### config.mk
export PLATFORM = sky130hd
export DESIGN_NAME = stream_to_axi_ax
export DESIGN_NICKNAME = d
export VERILOG_FILES = /design/src/rtl/stream_pkg.sv /design/src/rtl/ax_fifo.sv /design/src/rtl/stream_to_axi_ax.sv
export SDC_FILE = /design/constraint.sdc
export NUM_CORES = 1
export LEC_CHECK = 0
export CORE_MARGIN = 5
export CORE_UTILIZATION = 40
export DETAILED_ROUTE_END_ITERATION = 10
export PLACE_DENSITY = 0.78
export SLEW_MARGIN = 25
export SYNTH_ARGS = -nofsm -noshare
export SYNTH_HDL_FRONTEND = slang
export SYNTH_SLANG_ARGS = --single-unit
export TNS_END_PERCENT = 100
### constraint.sdc
create_clock -name clk -period 4.4 [get_ports clk]
set_input_delay 0.44 -clock clk [delete_from_list [all_inputs] [get_ports clk]]
set_output_delay 0.44 -clock clk [all_outputs]
set_load 0.005 [all_outputs]
### src/rtl/stream_pkg.sv
// Shared definitions for the stream <-> AXI address-channel blocks: stream type
// codes, the default Ax word layout and the decoder FSM states.
package stream_pkg;

    localparam logic [2:0] STREAM_AR = 3'd0;
    localparam logic [2:0] STREAM_AW = 3'd1;
    localparam logic [2:0] STREAM_R  = 3'd2;
    localparam logic [2:0] STREAM_W  = 3'd3;
    localparam logic [2:0] STREAM_B  = 3'd4;

    // Default Ax word layout, MSB first: type, id, len, reserved, addr.
    localparam int AX_WORD_WIDTH = 128;
    localparam int AX_TYPE_LSB   = 125;
    localparam int AX_TYPE_WIDTH = 3;
    localparam int AX_ID_LSB     = 93;
    localparam int AX_ID_WIDTH   = 32;
    localparam int AX_LEN_LSB    = 85;
    localparam int AX_LEN_WIDTH  = 8;
    localparam int AX_RSV_LSB    = 64;
    localparam int AX_RSV_WIDTH  = 21;
    localparam int AX_ADDR_LSB   = 0;
    localparam int AX_ADDR_WIDTH = 64;

    typedef enum logic {
        IDLE,
        DROP
    } ax_state_t;

endpackage

### src/rtl/ax_fifo.sv
// Synchronous FIFO holding decoded {id, len, addr} entries; extra pointer bit
// separates full from empty.
module ax_fifo #(
    parameter int WIDTH = 104,
    parameter int DEPTH = 4
) (
    input  logic             clk,
    input  logic             reset,
    input  logic             push,
    input  logic [WIDTH-1:0] push_data,
    input  logic             pop,
    output logic [WIDTH-1:0] head,
    output logic             full,
    output logic             empty
);

    localparam int AW = $clog2(DEPTH);

    logic [WIDTH-1:0] mem [DEPTH];
    logic [AW:0]      wr_ptr;
    logic [AW:0]      rd_ptr;
    logic             do_push;
    logic             do_pop;

    assign empty   = (wr_ptr == rd_ptr);
    assign full    = (wr_ptr[AW] != rd_ptr[AW]) && (wr_ptr[AW-1:0] == rd_ptr[AW-1:0]);
    assign do_push = push && !full;
    assign do_pop  = pop && !empty;
    assign head    = mem[rd_ptr[AW-1:0]];

    always_ff @(posedge clk) begin
        if (reset) begin
            wr_ptr <= '0;
            rd_ptr <= '0;
        end else begin
            if (do_push) begin
                wr_ptr <= wr_ptr + (AW+1)'(1);
            end
            if (do_pop) begin
                rd_ptr <= rd_ptr + (AW+1)'(1);
            end
        end
    end

    // Storage carries no reset; only the pointers define what is valid.
    always_ff @(posedge clk) begin
        if (do_push) begin
            mem[wr_ptr[AW-1:0]] <= push_data;
        end
    end

endmodule

### src/rtl/stream_to_axi_ax.sv
// Decodes single-beat stream words into AXI AR/AW address requests, queueing
// them in a small FIFO and discarding wrong-type or multi-beat packets.
module stream_to_axi_ax
    import stream_pkg::*;
#(
    parameter int DATA_WIDTH        = AX_WORD_WIDTH,
    parameter int ADDR_WIDTH        = AX_ADDR_WIDTH,
    parameter int ID_WIDTH          = AX_ID_WIDTH,
    parameter int BURST_LEN         = AX_LEN_WIDTH,
    parameter int LOCK_WIDTH        = 2,
    parameter int USER_WIDTH        = 64,
    parameter int STREAM_TYPE_WIDTH = AX_TYPE_WIDTH,
    parameter logic [STREAM_TYPE_WIDTH-1:0] STREAM_TYPE = STREAM_AR,
    parameter int FIFO_DEPTH        = 4,
    parameter logic [2:0]            AX_SIZE   = 3'b100,
    parameter logic [1:0]            AX_BURST  = 2'b01,
    parameter logic [3:0]            AX_CACHE  = 4'b0011,
    parameter logic [2:0]            AX_PROT   = 3'b000,
    parameter logic [LOCK_WIDTH-1:0] AX_LOCK   = '0,
    parameter logic [3:0]            AX_REGION = '0,
    parameter logic [3:0]            AX_QOS    = '0,
    parameter logic [USER_WIDTH-1:0] AX_USER   = '0
) (
    input  logic                  clk,
    input  logic                  reset,
    input  logic [DATA_WIDTH-1:0] S_tdata,
    input  logic                  S_tvalid,
    output logic                  S_tready,
    input  logic                  S_tlast,
    output logic [ID_WIDTH-1:0]   AXIM_axid,
    output logic [ADDR_WIDTH-1:0] AXIM_axaddr,
    output logic [BURST_LEN-1:0]  AXIM_axlen,
    output logic [2:0]            AXIM_axsize,
    output logic [1:0]            AXIM_axburst,
    output logic [LOCK_WIDTH-1:0] AXIM_axlock,
    output logic [3:0]            AXIM_axcache,
    output logic [2:0]            AXIM_axprot,
    output logic [3:0]            AXIM_axregion,
    output logic [3:0]            AXIM_axqos,
    output logic [USER_WIDTH-1:0] AXIM_axuser,
    output logic                  AXIM_axvalid,
    input  logic                  AXIM_axready,
    output logic                  type_err,
    output logic [15:0]           err_count
);

    localparam int TYPE_LSB    = DATA_WIDTH - STREAM_TYPE_WIDTH;
    localparam int ID_LSB      = TYPE_LSB - ID_WIDTH;
    localparam int LEN_LSB     = ID_LSB - BURST_LEN;
    localparam int ENTRY_WIDTH = ID_WIDTH + BURST_LEN + ADDR_WIDTH;

    logic [STREAM_TYPE_WIDTH-1:0] word_type;
    logic [ENTRY_WIDTH-1:0]       word_entry;
    logic [ENTRY_WIDTH-1:0]       head;
    logic                         unused_reserved;
    logic                         fifo_full;
    logic                         fifo_empty;
    logic                         accept;
    logic                         push;
    logic                         pop;
    logic                         discard;
    ax_state_t                    state;
    ax_state_t                    next_state;

    assign word_type       = S_tdata[DATA_WIDTH-1:TYPE_LSB];
    assign word_entry      = {S_tdata[TYPE_LSB-1:ID_LSB], S_tdata[ID_LSB-1:LEN_LSB],
                              S_tdata[ADDR_WIDTH-1:0]};
    assign unused_reserved = ^S_tdata[LEN_LSB-1:ADDR_WIDTH];

    assign S_tready     = !fifo_full && !reset;
    assign accept       = S_tvalid && S_tready;
    assign AXIM_axvalid = !fifo_empty && !reset;
    assign pop          = AXIM_axvalid && AXIM_axready;

    ax_fifo #(
        .WIDTH (ENTRY_WIDTH),
        .DEPTH (FIFO_DEPTH)
    ) u_fifo (
        .clk       (clk),
        .reset     (reset),
        .push      (push),
        .push_data (word_entry),
        .pop       (pop),
        .head      (head),
        .full      (fifo_full),
        .empty     (fifo_empty)
    );

    assign AXIM_axid     = head[ENTRY_WIDTH-1 -: ID_WIDTH];
    assign AXIM_axlen    = head[ADDR_WIDTH +: BURST_LEN];
    assign AXIM_axaddr   = head[ADDR_WIDTH-1:0];
    assign AXIM_axsize   = AX_SIZE;
    assign AXIM_axburst  = AX_BURST;
    assign AXIM_axlock   = AX_LOCK;
    assign AXIM_axcache  = AX_CACHE;
    assign AXIM_axprot   = AX_PROT;
    assign AXIM_axregion = AX_REGION;
    assign AXIM_axqos    = AX_QOS;
    assign AXIM_axuser   = AX_USER;

    always_comb begin
        next_state = state;
        push       = 1'b0;
        discard    = 1'b0;
        if (accept) begin
            case (state)
                IDLE: begin
                    if (!S_tlast) begin
                        discard    = 1'b1;
                        next_state = DROP;
                    end else if (word_type == STREAM_TYPE) begin
                        push = 1'b1;
                    end else begin
                        discard = 1'b1;
                    end
                end
                DROP: begin
                    if (S_tlast) begin
                        next_state = IDLE;
                    end
                end
                default: next_state = IDLE;
            endcase
        end
    end

    // Only the first beat of a bad packet is counted; DROP swallows the rest.
    always_ff @(posedge clk) begin
        if (reset) begin
            state     <= IDLE;
            type_err  <= 1'b0;
            err_count <= '0;
        end else begin
            state    <= next_state;
            type_err <= discard;
            if (discard && (err_count != 16'hFFFF)) begin
                err_count <= err_count + 16'd1;
            end
        end
    end

endmodule
Clock wiring as the flow saved it:
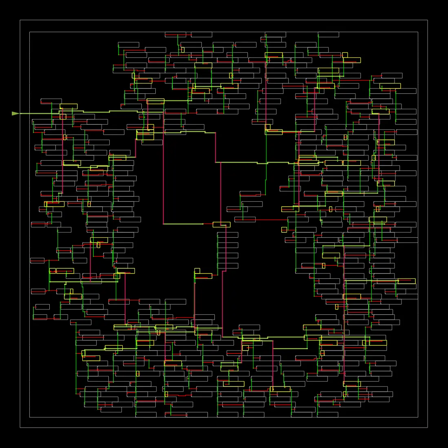
clock tree sinks: 442
clock skew: 15.4 ps
CTS buffer count: 47
clkbuf count: 54
clock group power: 3820 uW

Cells colored by class:
Scale bar: 50 um.
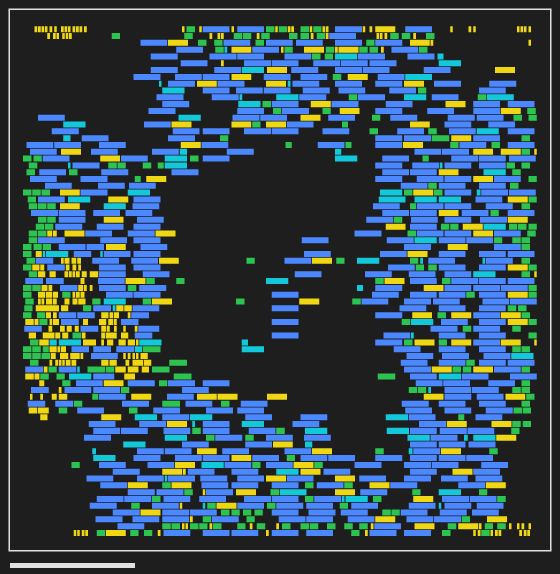
[yellow] combinational and other logic | cells: 310 | share of their area: 17%
[blue] sequential cells | cells: 442 | share of their area: 63%
[cyan] clock drivers and dummy loads | cells: 85 | share of their area: 7.3%
[green] remaining buffers and delay cells | cells: 252 | share of their area: 13%

Clock network drawn from the DEF:
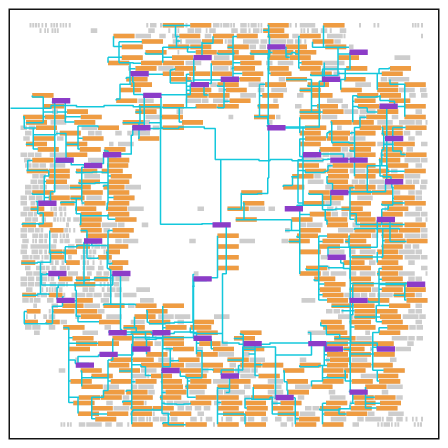
[purple] clock drivers | count: 47
[orange] flip-flops | count: 442
[cyan] clock wires | length: 5050 um
routed clock nets: 48
flops lie: widely spread
clock power share: 0.442
Latency at later pin: 560 ps

Drive-strength map:
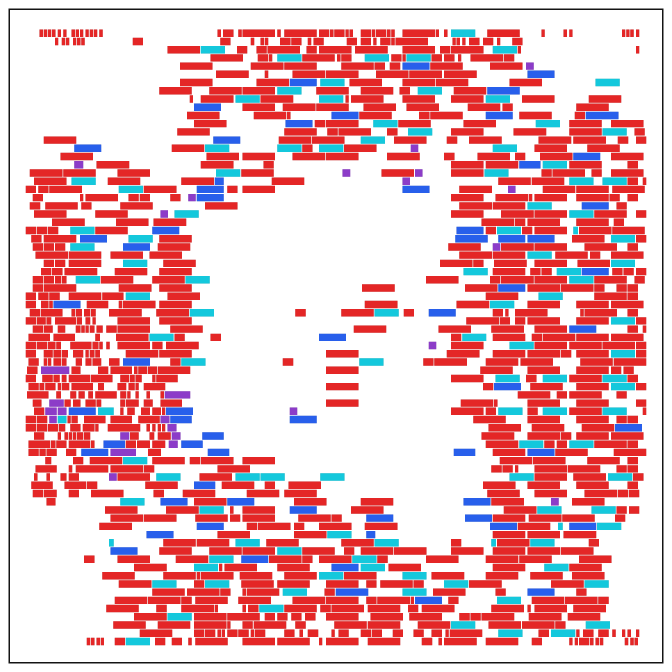
[purple] _3 and _4 cells | cells: 26 | share: 2.4%
[cyan] _2 cells | cells: 110 | share: 10%
[blue] _6 and larger | cells: 63 | share: 5.8%
[red] _0 and _1 cells | cells: 890 | share: 82%

==> CHANGELOG.md <==
### Physical design

* Total cells reported by yosys after synthesis at 782
* Main flop type: edfxtp_1
* Yosys chip area at 16900 um^2
* Comb pwr share at 0.025
* Maximum clock path buffer count at 3
* Number of synthesis warnings at 0
* Area grow syn2layout at 25.6%
* Routed Antenna Nets at 0
* PD cells at 406 nW/um^2
* DP Worst Slack at 967 ps
* Status: finished clean
* Slew Limit Fails at 0
* Post-DR wirelength/cell at 20.9 um
* CTS tree: built
* FF+latch count, synth at 442
* Total Routing Usage GR at 0.144
* Sequential cell area at 13000 um^2
* FP Util at 0.404
* Part of the power in registers at 0.533
* Crit path max-delay family: buffers and inverters
* Worst-path cell chain: buf_4 > mux4_2 > clkdlybuf4s50_1
* Fin crit share at 0.746
* NetSw at 1660 uW
* Max-Cap Viols at 0
* Worst Setup End Kind: output pin
* First-pass DRT Iterations at 5
* Port buffer count at 234
* Synthesized area at 16900 um^2
* Met2 WL at 16.5 mm
* Met3 wire length at 3.03 mm
* Register share after synthesis at 0.768
* Boundary pin count at 342
* Routed WL at 34.1 mm
* Post CTS Setup Buffer Count at 0
* Number of enable flip-flop cells at 416
* DP HPWL at 21.2 mm
* Post-synthesis cell type count at 44
* Max VDD drop at 0.000301 V
* Final setup fails at 0
* Tool warning count at 50
* Crit path DAT at 2840 ps
* Die Footprint at 46600 um^2
* Tmin final at 3280 ps
* Setup TNS at 0 ps
* # hold bufs at CTS at 0
* Final tally of hold violations at 0
* Sum of buffers and inverters on the critical path at 2
* Crit path kind: reg -> out
* Gate Area at 3460 um^2
* Share of layout cells above drive strength 1 at 0.183
[metrics by stage]
step | hold slack [ps] | area (um^2) | instances | utilization
2_1_floorplan | 476 | 17300 | 866 | -
3_3_place_gp | 484 | 19800 | 1543 | 0.471
3_5_place_dp | 494 | 19800 | 1543 | 0.471
4_1_cts | 462 | 21300 | 1628 | 0.507
5_1_grt | 475 | 21300 | 1628 | 0.507
6_report | 503 | 21300 | 1629 | 0.507
[power by group through the flow]
stage          logic (uW)  registers, uW  clock network, uW
2_1_floorplan         105           4700                  0
3_3_place_gp          206           4690                  0
3_5_place_dp          215           4690                  0
4_1_cts               216           4610               3930
5_1_grt               237           4600               4120
6_report              218           4610               3820
[final cells by class]
class                           count  share of cell area
Multi-Input combinational cell    304               0.163
Tap cell                          539              0.0317
Clock buffer                       54              0.0585
Timing Repair Buffer              252               0.121
Clock inverter                     31              0.0125
Antenna cell                        1            0.000118
Sequential cell                   442               0.612
Inverter                            6             0.00106
[worst register-to-register path: stages, from the launching register on]
cell and delay [ps]:
dfxtp_1 310, or3b_4 420, a311oi_2 550, and2_4 610, buf_4 440
[synthesized netlist by cell type, types with 5 or more instances]
library cell | number | area, um^2
ha_1 | 6 | 75.1
xnor2_1 | 6 | 52.6
a31oi_1 | 5 | 31.3
nand4_1 | 8 | 50.1
buf_2 | 10 | 50.1
edfxtp_1 | 416 | 12500
nand2_1 | 9 | 33.8
inv_1 | 6 | 22.5
nand3_1 | 7 | 35.0
mux4_2 | 104 | 2340
a21oi_1 | 7 | 35.0
buf_4 | 86 | 646
clkbuf_1 | 14 | 52.6
dfxtp_1 | 26 | 521
nor2_1 | 16 | 60.1
[final timing paths]
kind | end | slack (ps) | from | depth (start not counted)
worst max register to register | u_fifo.mem[3][101] | 1730 | state | 4
worst max-delay path | AXIM_axaddr[8] | 1120 | register | 3
worst min-delay path | state | 500 | S_tlast | 2
worst min register to register | err_count[3] | 510 | err_count[3] | 1
[logic make-up after synthesis]
family,share of synthesized area
other,0.000443
AND-OR/OR-AND,0.0116
AND/OR/NAND/NOR,0.0224
multiplexers,0.141
adder cells (fa/ha/maj),0.00443
XOR/XNOR,0.00465
flip-flops,0.768
buffers and inverters,0.0468
[sequential cells by signal (all words and copies together), names as in the netlist, named ones only]
register / cells
state: 1
err_count: 16
u_fifo.rd_ptr: 3
u_fifo.wr_ptr: 3
type_err: 1
u_fifo.mem: 416
[per-layer routing]
layer / vias up / global-route usage
li1: 3587 / -
met1: 4178 / 0.190
met2: 287 / 0.230
met3: 52 / 0.0547
met4: 6 / 0.0335
met5: - / 0
No activity file was given, so power comes from the tool's default toggle rates.
